==> src/rtl/pulpemu_rst_seq.sv <==
// Reset sequencer for the PULP FPGA emulator.
// Drives the chip's active-low pad reset. It waits for a stable clock-manager
// lock, holds the chip in reset for a fixed time and then releases it.
// It re-enters reset when lock is lost or when the debounced user button is pressed.
module pulpemu_rst_seq #(
   parameter int unsigned SYNC_STAGES        = 2,
   parameter int unsigned LOCK_STABLE_CYCLES = 1024,
   parameter int unsigned HOLD_CYCLES        = 256,
   parameter int unsigned DEBOUNCE_CYCLES    = 8192,
   parameter int unsigned CNT_W              = 8
) (
   input  logic             clk_i,
   input  logic             rst_i,
   input  logic             mmcm_locked_i,
   input  logic             btn_rst_i,
   input  logic             clr_lost_i,
   output logic             pulp_rst_no,
   output logic             rst_done_o,
   output logic             lock_lost_o,
   output logic [CNT_W-1:0] rst_count_o,
   output logic [1:0]       state_o
);

   localparam int unsigned LOCK_W = $clog2(LOCK_STABLE_CYCLES + 1);
   localparam int unsigned HOLD_W = $clog2(HOLD_CYCLES + 1);
   localparam int unsigned DB_W   = $clog2(DEBOUNCE_CYCLES + 1);

   // Terminal values of the counters, sized to the counter that uses them
   localparam logic [LOCK_W-1:0] LOCK_LAST = LOCK_W'(LOCK_STABLE_CYCLES);
   localparam logic [HOLD_W-1:0] HOLD_LAST = HOLD_W'(HOLD_CYCLES - 1);
   localparam logic [DB_W-1:0]   DB_LAST   = DB_W'(DEBOUNCE_CYCLES - 1);
   localparam logic [CNT_W-1:0]  CNT_MAX   = {CNT_W{1'b1}};

   typedef enum logic [1:0] {
      ST_IDLE      = 2'd0,
      ST_WAIT_LOCK = 2'd1,
      ST_HOLD      = 2'd2,
      ST_RUN       = 2'd3
   } state_t;

   state_t                  state_r;
   logic [SYNC_STAGES-1:0]  lock_sync_r;
   logic [SYNC_STAGES-1:0]  btn_sync_r;
   logic                    locked_s;
   logic                    btn_s;
   logic                    btn_db_r;
   logic [DB_W-1:0]         db_cnt_r;
   logic                    press_r;
   logic [LOCK_W-1:0]       stable_cnt_r;
   logic [HOLD_W-1:0]       hold_cnt_r;
   logic                    lost_evt_s;
   logic                    hold_entry_s;

   assign locked_s = lock_sync_r[SYNC_STAGES-1];
   assign btn_s    = btn_sync_r[SYNC_STAGES-1];
   assign state_o  = state_r;

   // Bring the asynchronous lock and button inputs into the clk_i domain
   always_ff @(posedge clk_i) begin
      if (rst_i) begin
         lock_sync_r <= {SYNC_STAGES{1'b0}};
         btn_sync_r  <= {SYNC_STAGES{1'b0}};
      end else begin
         lock_sync_r <= {lock_sync_r[SYNC_STAGES-2:0], mmcm_locked_i};
         btn_sync_r  <= {btn_sync_r[SYNC_STAGES-2:0], btn_rst_i};
      end
   end

   // Debounce the button. The filtered value follows only after a long enough
   // stable run. A rising edge of the filtered value raises press_r for one cycle.
   always_ff @(posedge clk_i) begin
      if (rst_i) begin
         btn_db_r <= 1'b0;
         db_cnt_r <= {DB_W{1'b0}};
         press_r  <= 1'b0;
      end else begin
         press_r <= 1'b0;
         if (btn_s == btn_db_r) begin
            db_cnt_r <= {DB_W{1'b0}};
         end else if (db_cnt_r == DB_LAST) begin
            btn_db_r <= btn_s;
            db_cnt_r <= {DB_W{1'b0}};
            press_r  <= btn_s;
         end else begin
            db_cnt_r <= db_cnt_r + DB_W'(1);
         end
      end
   end

   // Decode the lock-loss and HOLD-entry events for the current cycle.
   // Lock loss outranks a button press.
   always_comb begin
      lost_evt_s   = 1'b0;
      hold_entry_s = 1'b0;
      case (state_r)
         ST_WAIT_LOCK: begin
            hold_entry_s = (stable_cnt_r == LOCK_LAST);
         end
         ST_HOLD: begin
            lost_evt_s = ~locked_s;
         end
         ST_RUN: begin
            lost_evt_s   = ~locked_s;
            hold_entry_s = locked_s & press_r;
         end
         default: begin
            lost_evt_s   = 1'b0;
            hold_entry_s = 1'b0;
         end
      endcase
   end

   // Sequencer FSM. The chip reset and done flag are registered together
   // with the state, so both are high exactly when the new state is RUN.
   always_ff @(posedge clk_i) begin
      if (rst_i) begin
         state_r      <= ST_IDLE;
         stable_cnt_r <= {LOCK_W{1'b0}};
         hold_cnt_r   <= {HOLD_W{1'b0}};
         pulp_rst_no  <= 1'b0;
         rst_done_o   <= 1'b0;
      end else begin
         case (state_r)
            ST_IDLE: begin
               state_r      <= ST_WAIT_LOCK;
               stable_cnt_r <= {LOCK_W{1'b0}};
               pulp_rst_no  <= 1'b0;
               rst_done_o   <= 1'b0;
            end
            ST_WAIT_LOCK: begin
               pulp_rst_no <= 1'b0;
               rst_done_o  <= 1'b0;
               if (hold_entry_s) begin
                  state_r      <= ST_HOLD;
                  stable_cnt_r <= {LOCK_W{1'b0}};
                  hold_cnt_r   <= {HOLD_W{1'b0}};
               end else if (locked_s) begin
                  stable_cnt_r <= stable_cnt_r + LOCK_W'(1);
               end else begin
                  stable_cnt_r <= {LOCK_W{1'b0}};
               end
            end
            ST_HOLD: begin
               if (lost_evt_s) begin
                  state_r      <= ST_WAIT_LOCK;
                  stable_cnt_r <= {LOCK_W{1'b0}};
                  pulp_rst_no  <= 1'b0;
                  rst_done_o   <= 1'b0;
               end else if (hold_cnt_r == HOLD_LAST) begin
                  state_r     <= ST_RUN;
                  pulp_rst_no <= 1'b1;
                  rst_done_o  <= 1'b1;
               end else begin
                  hold_cnt_r  <= hold_cnt_r + HOLD_W'(1);
                  pulp_rst_no <= 1'b0;
                  rst_done_o  <= 1'b0;
               end
            end
            ST_RUN: begin
               if (lost_evt_s) begin
                  state_r      <= ST_WAIT_LOCK;
                  stable_cnt_r <= {LOCK_W{1'b0}};
                  pulp_rst_no  <= 1'b0;
                  rst_done_o   <= 1'b0;
               end else if (hold_entry_s) begin
                  state_r     <= ST_HOLD;
                  hold_cnt_r  <= {HOLD_W{1'b0}};
                  pulp_rst_no <= 1'b0;
                  rst_done_o  <= 1'b0;
               end else begin
                  pulp_rst_no <= 1'b1;
                  rst_done_o  <= 1'b1;
               end
            end
            default: begin
               state_r     <= ST_IDLE;
               pulp_rst_no <= 1'b0;
               rst_done_o  <= 1'b0;
            end
         endcase
      end
   end

   // Status flags: a sticky lock-lost flag (a set beats a clear) and a saturating count of HOLD entries
   always_ff @(posedge clk_i) begin
      if (rst_i) begin
         lock_lost_o <= 1'b0;
         rst_count_o <= {CNT_W{1'b0}};
      end else begin
         if (lost_evt_s) begin
            lock_lost_o <= 1'b1;
         end else if (clr_lost_i) begin
            lock_lost_o <= 1'b0;
         end else begin
            lock_lost_o <= lock_lost_o;
         end
         if (hold_entry_s && (rst_count_o != CNT_MAX)) begin
            rst_count_o <= rst_count_o + CNT_W'(1);
         end else begin
            rst_count_o <= rst_count_o;
         end
      end
   end

endmodule

==> config.mk <==
export PLATFORM = sky130hd
export DESIGN_NAME = pulpemu_rst_seq
export DESIGN_NICKNAME = d
export VERILOG_FILES = /design/src/rtl/pulpemu_rst_seq.sv
export SDC_FILE = /design/constraint.sdc
export NUM_CORES = 1
export LEC_CHECK = 0
export ABC_CLOCK_PERIOD_IN_PS = 2300
export CORE_MARGIN = 5
export CORE_UTILIZATION = 59
export CTS_CLUSTER_DIAMETER = 50
export DETAILED_ROUTE_END_ITERATION = 10
export DONT_BUFFER_PORTS = 1
export GPL_ROUTABILITY_DRIVEN = 0
export HOLD_SLACK_MARGIN = 0.03
export PLACE_DENSITY = 0.75
export SLEW_MARGIN = 20
export SYNTH_ARGS = -nofsm -noshare
export SYNTH_HDL_FRONTEND = slang
export SYNTH_SLANG_ARGS = --single-unit
export TNS_END_PERCENT = 100
==> constraint.sdc <==
create_clock -name clk_i -period 2.3 [get_ports clk_i]
set_input_delay 0.345 -clock clk_i [delete_from_list [all_inputs] [get_ports clk_i]]
set_output_delay 0.345 -clock clk_i [all_outputs]
set_load 0.01 [all_outputs]
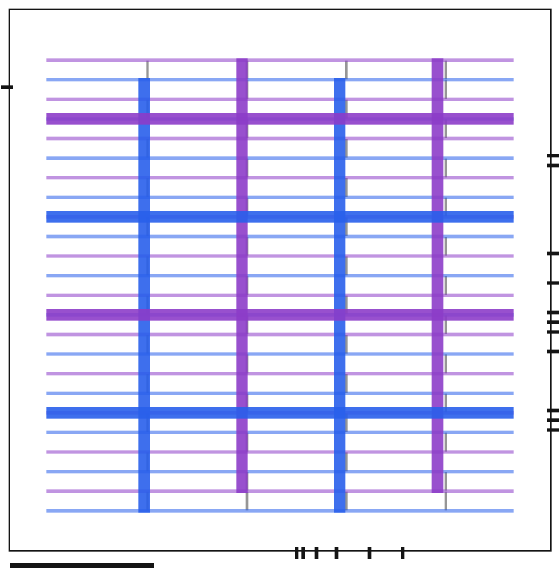
Fig. 1. Power grid.
Scale bar: 20 um. Pins as bars on the die edge. Tap cells in gray.
color	net
purple	VDD
blue	VSS
met4 straps	4
tap cells	50
met1 rails	24

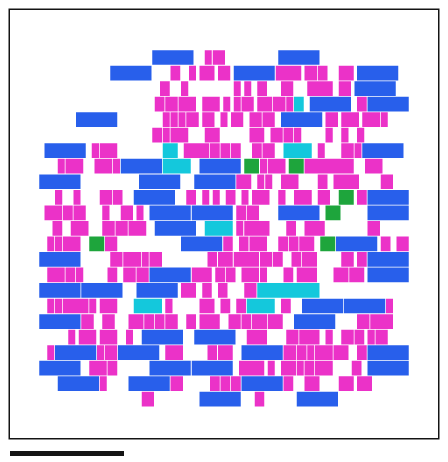
Fig. 2. Placed cells, one color a class.
Scale bar: 20 um.
color	class	cells	share of their area
blue	flip-flops	52	40%
magenta	all other logic	224	54%
cyan	clock drivers and dummy loads	8	4.3%
green	other buffers and delay cells	6	1.7%
area of all placed cells without fillers: 2650 um2
count of standard-cell rows: 23
end-of-flow core utilization: 65.2%
flip-flop and latch share of the layout cell area: 39.3%
core outline area: 4060 um2

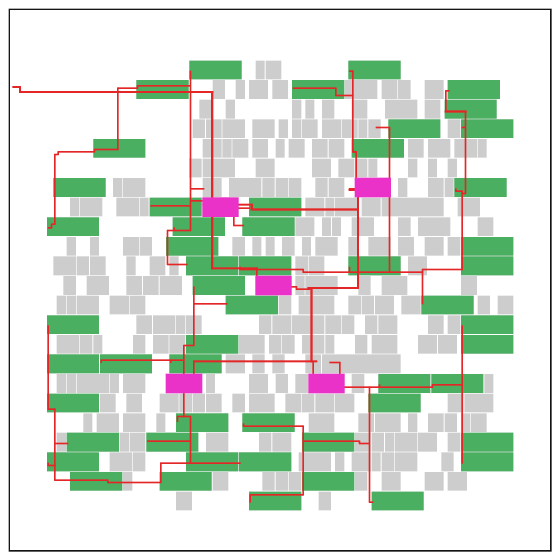
Fig. 3. Routed clock nets over the placement.
[red] clock wires | length: 563 um
[green] flip-flops | count: 52
[magenta] cells driving clock nets | count: 5
flops lie	spread over the die
routed clock nets	6
clock insertion delay at the later pin of the skew report: 0.31 ns
total clock network power: 617 uW
Layout Skew: 0.0108 ns
portion of total power attributed to the clock network: 39.8%

==> flow_results.org <==
* Implementation run

** STA
- Setup repair after global routing left no endpoint under its margin.
- At the pin with the least slew margin, the transition time is ~0.75 ns.
- Post-route period utilization is reported as between 80 and 90%.
- Shortest period the worst path allows :: approximately 2 ns
- Post-route setup TNS :: 0 ns
- Worst hold slack :: ~0.09 ns
- Hold Fails Final Rpt :: 0
- Count of endpoints failing setup in the final report :: 0
- Max-slew violation count :: 0
- Tightest slew margin relative to the limit :: between 40% and 50%
- Maximum operating frequency :: about 500 MHz

** CTS
- Clock sinks :: 52
- # H-tree levels :: 2
- Total CTS buffers :: 5
- Count of instances resized after the clock tree is built :: 0
- Clock Root Buffer :: sky130_fd_sc_hd__clkbuf_8
- Once the clock tree was built, the setup fixing pass inserted 0 buffers.
- The post-CTS hold buffer count recorded in the log is 0.
- On the worst setup and hold paths after CTS, the clock-pin slew comes to 0.10 ns.
- Bufs on Longest Clock Path :: 2
- Clock tree from TritonCTS :: done

** Layout
- Synthesis-to-finish area growth :: 6.28%
- Proportion of layout cells with a drive suffix above 1 :: about 7.6%
- Final net count :: 300
- The number of antenna diodes in the final layout is 0.
- Commonest Layout Cell :: sky130_fd_sc_hd__dfxtp_1
- Most numerous logic cells after layout :: 52 x sky130_fd_sc_hd__dfxtp_1, 26 x sky130_fd_sc_hd__nor2_1, 24 x sky130_fd_sc_hd__nand3_1

** Synth
- Async set or reset register ratio after synthesis :: 0%
- After Yosys synthesis, full adders, half adders and majority gates account for 3.02% of the synthesized area.
- The synthesis log from Yosys contains 0 warnings.
- Per the synthesis report, the single largest cell type by area occupies between 40% and 50% of cell area.
- After synthesis, flip-flops and latches occupy between 40% and 50% of the total area.
- In this run the cell area of the synthesized design comes to between 2000 and 2500 um2.
- The post-synth register bit count is ~52.
- Of the total synthesized cell area, the portion taken by AND-OR and OR-AND cells is 12.9%.
- In the Yosys stats the netlist draws on around 45 distinct library cells.
- Yosys reports the multiplexer fraction of the synthesized area as around 2.9%.
- Yosys chip area :: about 2500 um2
- The synth_stat.txt file lists the number of cells as approximately 290.
- Post-synth tally of flip-flops with integrated enable :: 0
- Number of instances in the synthesized netlist :: 290
- Biggest combinational cell group after synthesis :: simple AND/OR/NAND/NOR gates
- Averaged over all synthesized cells, the footprint is 8.59 um2.
- Counting instances in the post-synthesis netlist gives the leading cell types as 52 x sky130_fd_sc_hd__dfxtp_1, 26 x sky130_fd_sc_hd__nor2_1, 24 x sky130_fd_sc_hd__nand3_1.
- Floorplan net count :: 301
- Simple-Gate Fraction of Synth Area :: a little under a third
- Of the total synthesized cell area, the portion taken by XOR and XNOR cells is under 10%.
- Of all cell types, the one taking the most synthesized area is sky130_fd_sc_hd__dfxtp_1.
- The synthesis report names the predominant flop master as sky130_fd_sc_hd__dfxtp_1.
- Cell types with the largest area share after synthesis :: sky130_fd_sc_hd__dfxtp_1 42%, sky130_fd_sc_hd__nand3_1 4.8%, sky130_fd_sc_hd__nor2_1 3.9%
- The most frequently used library cell after synthesis is sky130_fd_sc_hd__dfxtp_1.

** Floorplan
- Number of top-level pins :: 18
- Total die size :: about 5600 um2
- Die Y-Extent :: roughly 75 um
- Measured along the x axis, the die boundary spans around 75 um.
- The share of the core area taken by cells at floorplan is between 60% and 70%.

** Setup path
- In this run the worst path has a maximum fanout of 8.
- Buf+Inv Stages, Crit Path :: 0
- STA classifies the critical path endpoint as a flip-flop.
- The OpenROAD report gives the critical path a required time of 2.54 ns.
- In this design, the critical path's most frequently occurring cell is sky130_fd_sc_hd__ha_1.
- Top cell family by delay on the critical path :: simple AND/OR/NAND/NOR gates
- Cell with the biggest individual delay on the critical path :: sky130_fd_sc_hd__or3_1
- In this design, the stage delay of the slowest critical-path cell is 0.49 ns.
- In this run the critical path is formed by ha_1 > and4_1 > ha_1 > or3_1 > a21oi_1 > mux2i_1.
- At the worst endpoint, the arrival time is 2.23 ns.
- Launching element type of the critical path :: flip-flop
- Type of the worst setup path :: reg2reg

** Placement
- After legalization and detailed placement, the total HPWL measured roughly 3.4 mm.
- Port Buf Inserts :: 0
- Per the detailed placement report, the placed cell area equals about 2500 um2.

** Job
- Warnings raised by the tools during the run amount to 27.
- Max-cap violations in this run came to 0.

** Global route
- Entering global routing, the biggest net connects 26 pins.
- Initial antenna violation count :: 0
- First-pass GRT wire length :: roughly 8.3 mm
- Recorded from the global router log, the overflow total was 0.
- Total routing resource utilization after global routing :: a little under a fifth
- The via count of the first global-routing pass came to around 1,800.

** Pwr
- The final power report lists total power as 1550 uW.
- Total power per unit cell area :: 587 nW/um2
- IR analysis of the VDD net gives a maximum drop of 526 uV.
- Leakage power :: 0.000847 uW

** Drt
- In the final routed layout, each cell accounts on average for approximately 14 um.
- The final layout contains routed wiring with a total length of slightly below 5 mm.
- Detailed routing inserted a total of slightly above 2,000 vias.
- The script parses the final routing iteration and logs DRC violations as 0.
- The iteration count recorded for the first detailed-route pass is 4.
- Violation count after the first detailed-routing iteration :: roughly 180
- Vias/cell :: between 6 and 7
- Per the post-route antenna check, the number of violating nets is 0.

** Hold path
- Worst hold path type :: in2reg

** Outcome
- Status :: finished clean
[flip-flops by register name, indices dropped and copies added (netlist names)]
register and flops:
btn_db_r 1, stable_cnt_r 11, rst_done_o 1, hold_cnt_r 9, lock_lost_o 1, db_cnt_r 14, state_o 2, lock_sync_r 2
rst_count_o 8, press_r 1, btn_sync_r 2
[power breakdown]
part / leakage, uW / internal (uW) / switching, uW
Sequential: 0.000420 / 904 / 3.93
Clock: 0.0000541 / 322 / 295
Combinational: 0.000373 / 11.3 / 15.4
[through the flow]
step	std cells	util (%)	setup WS [ns]
final	340	65.2	0.308
after global routing	340	65.2	0.129
after CTS	340	65.2	0.300
after detailed placement	332	62.5	0.337
after global placement	332	62.5	0.396
after floorplan	290	-	0.463
[metal layers]
metal	part of all wire, %	global-route usage [%]	vias up
met5	0	0	-
met1	48	24.5	940
li1	-	-	1056
met4	0.99	4.74	0
met2	46	30.6	48
met3	5.7	4.81	7
[layout make-up]
| class | instances | area [um2] |
|---|---|---|
| clock buffers | 5 | 68.8 |
| well taps | 50 | 62.6 |
| repair buffers | 6 | 45.0 |
| multi-input cells | 216 | 1360 |
| flip-flops and latches | 52 | 1040 |
| clock inverters | 3 | 42.5 |
| inverters | 8 | 30.0 |
| fillers | 356 | 1410 |
[final timing paths]
| path | slack, ns | to | cells past startpoint | start |
|---|---|---|---|---|
| setup / recovery | 0.31 | hold_cnt_r[5] | 6 | hold_cnt_r[0] |
| hold / removal | 0.09 | lock_sync_r[1] | 1 | rst_i |
| setup reg to reg | 0.31 | hold_cnt_r[5] | 6 | hold_cnt_r[0] |
| hold reg to reg | 0.45 | lock_sync_r[1] | 1 | lock_sync_r[0] |
Power is estimated from default activity; no workload was simulated.
